==> config.mk <==
export PLATFORM = sky130hd
export DESIGN_NAME = fp_mul_norm_round
export DESIGN_NICKNAME = d
export VERILOG_FILES = /design/src/rtl/fp_mul_norm_round.sv
export SDC_FILE = /design/constraint.sdc
export NUM_CORES = 1
export LEC_CHECK = 0
export CAP_MARGIN = 10
export CORE_ASPECT_RATIO = 1.2
export CORE_MARGIN = 2
export CORE_UTILIZATION = 45
export DETAILED_ROUTE_END_ITERATION = 16
export GPL_ROUTABILITY_DRIVEN = 1
export PLACE_DENSITY = 0.77
export SYNTH_ARGS = -nofsm -noshare
export SYNTH_HDL_FRONTEND = slang
export SYNTH_SLANG_ARGS = --single-unit
==> constraint.sdc <==
create_clock -name clk -period 3.1 [get_ports clk]
set_input_delay 0.62 -clock clk [delete_from_list [all_inputs] [get_ports clk]]
set_output_delay 0.62 -clock clk [all_outputs]
set_load 0.01 [all_outputs]
### Metal layers overlaid

Two of the layers only.
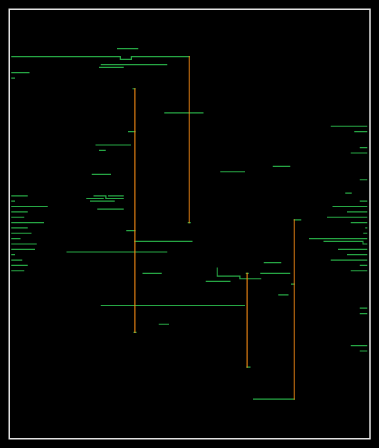
Key: orange = M4 [wire length 173 um]; green = M3 [wire length 449 um]
overall routing resource usage: 0.226
Vias: 3828
DRT Wirelength: 11.0 mm

### Ports around the boundary

Pins as bars across the die edge, other pins in gray.
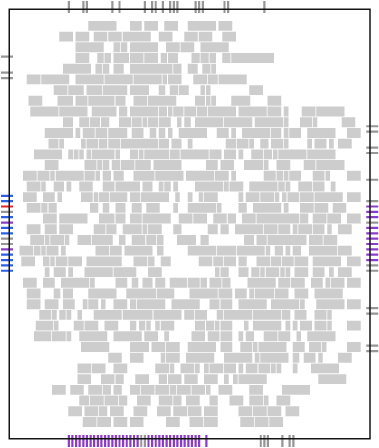
Key: blue = `in_exp_sum` [pins 9, direction input, edge west]; purple = `in_prod` [pins 48, direction input, edge 36 south, 10 east, 2 west]; red = `in_nan` [pins 1, direction input, edge west]
All pins by edge: 44 south, 23 east, 18 west, 18 north.
die x size: 91.3 um
Die Y: 109 um

### Routing congestion

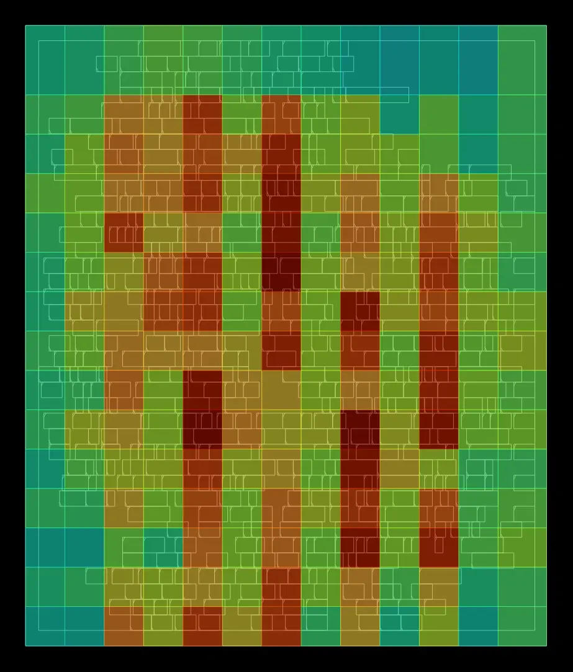
Avg WL per Cell: 15.6 um
M2 GR Usage: 0.427
routing usage on met1: 0.249

==> Slide: Implementation Results <==
Flow Results at a Glance

Worst setup path
  • WS Path Type: register to register
  • R2R Setup Slk: -0.02 ns
  • Slowest cell delay on critical path: 0.35 ns
  • Crit Path Max Fanout: 3
  • Buffer-and-inverter tally for the worst setup path: 2
  • CP Depth: 16
  • Worst-path cell chain: o21a_1, ha_1, and2_4, nand4_1, nor2_2, nand4_1, nor2_2, ha_2, buf_4, nand3_1, xor2_2, o2111a_2, a221oi_4, buf_4, and2_4, a32o_1
  • Critical path's top delay family: simple AND/OR/NAND/NOR gates
  • Worst setup EP type: register
  • R2r worst-path depth: 16
  • CP max stage cell: dfxtp_2

Clocking
  • Post-CTS Resized: 9
  • Root buffer cell: clkbuf_8
  • Clk slew on worst S/H paths: 0.09 ns
  • Total CTS buffers: 9
  • CTS tree: built
  • Late-Pin Clk Latency: 0.36 ns
  • Clock sink count: 77
  • Post-CTS Setup Inserts: 1
  • Max clock buf depth: 2

Power and ir drop
  • Max IR drop VDD: 271 uV
  • Seq group: 1.11 mW
  • Overall Power: 2.48 mW
  • NetSw: 651 uW
  • Top pwr grp: registers
  • PwrDens: 430 nW/um^2
  • Clk. pwr: 930 uW
  • Share of power burned in registers: 0.446
  • LEAKAGE: 2.36 nW
  • Comb pwr share: 0.179
  • Clock share of power: 0.375

Timing
  • Setup ws final: -0.0209 ns
  • Hold WS: 0.458 ns
  • Worst-margin pin slew: 0.761 ns
  • Fin Clk Skew: 0.00964 ns
  • Setup violators final: 20
  • Final Hold Fails: 0
  • Slew margin rel.: 0.492
  • Fin Setup TNS: -0.197 ns
  • Slew Limit Fails: 0

Routing
  • Via density: 5.46
  • Pre-antenna DRT Iters: 5
  • Final ANT Viol Nets: 0
  • DR WL met3: 449 um
  • Metal2 WL: 6.01 mm
  • Drt first-iter violations: 206
  • Residual DRC count: 0
  • Top Layer Used: met4

Synth
  • Most instantiated cells after synthesis: nand2_1, dfxtp_1, o211a_1, mux2i_1, xnor2_1
  • Mux area share: 0.0660
  • Leading area contributor after synthesis: dfxtp_1
  • Synth top cell by count: nand2_1
  • Distinct lib cells: 55
  • Main flop type after synthesis: dfxtp_1
  • Count of flip-flops with a built-in enable after synthesis: 0
  • Yosys warns: 0
  • Register share after synthesis: 0.375
  • Xor/xnor share: 0.0830
  • Adder Share, Synth: 0.0182
  • FF+latch count, synth: 77
  • Yosys stat chip area: 4120 sq um
  • Post-synth area hogs: dfxtp_1, nand2_1, o211a_1
  • Syn_nets: 533
  • Synth Instances: 462
  • Yosys aoi share: 0.207
  • Main logic family after synthesis: AND-OR/OR-AND gates
  • Fraction of registers with async set or reset after synthesis: 0

Run status
  • Status: finished, violations left
  • Failing checks: negative setup slack

Finish
  • Top cells excl fill/tap: clkdlybuf4s50_1, nand2_1, dfxtp_1, o211a_1, buf_4
  • MI comb area: 2530 sq um
  • Most used logic cell in the final layout: clkdlybuf4s50_1
  • Max FFs per register: 32
  • Comb_multi_in: 351
  • Top cell category: combinational gates
  • # diodes: 0
  • Inverters: 5
  • # fillers: 734
  • Buffering overhead: 0.223
  • Logic share of the area: 0.438
  • Layout clock buffers: 9
  • Post-layout net count: 647
  • Non-clock buffers: 132
  • Sequential share of cell area: 0.268
  • Clock-cell share of area: 0.0425
  • Non-filler cells, final: 701

Global route
  • Antenna violations before repair: 0
  • Global-route wire length before repair: 17.9 mm
  • Grt met3 use: 0.0442
  • Vias in the first global route: 3781
  • Grt ovf: 0
  • Global routing's busiest layer: met2
  • Largest net degree at the start of global routing: 70

Job
  • Tool warnings: 27
  • Max-cap violations: 0

Floorplan
  • Number of core rows: 38
  • Initial Util: 0.458
  • Die area: 9930 sq um
  • I/O pins: 103

Min path
  • Hold Crit Class: register to register
  • Hold path cells: 2

Placed design
  • Final HPWL DP: 8.06 mm
  • GP Congestion: 0.873
  • Placed inst area: 5390 sq um
No activity file was given, so power comes from the tool's default toggle rates.
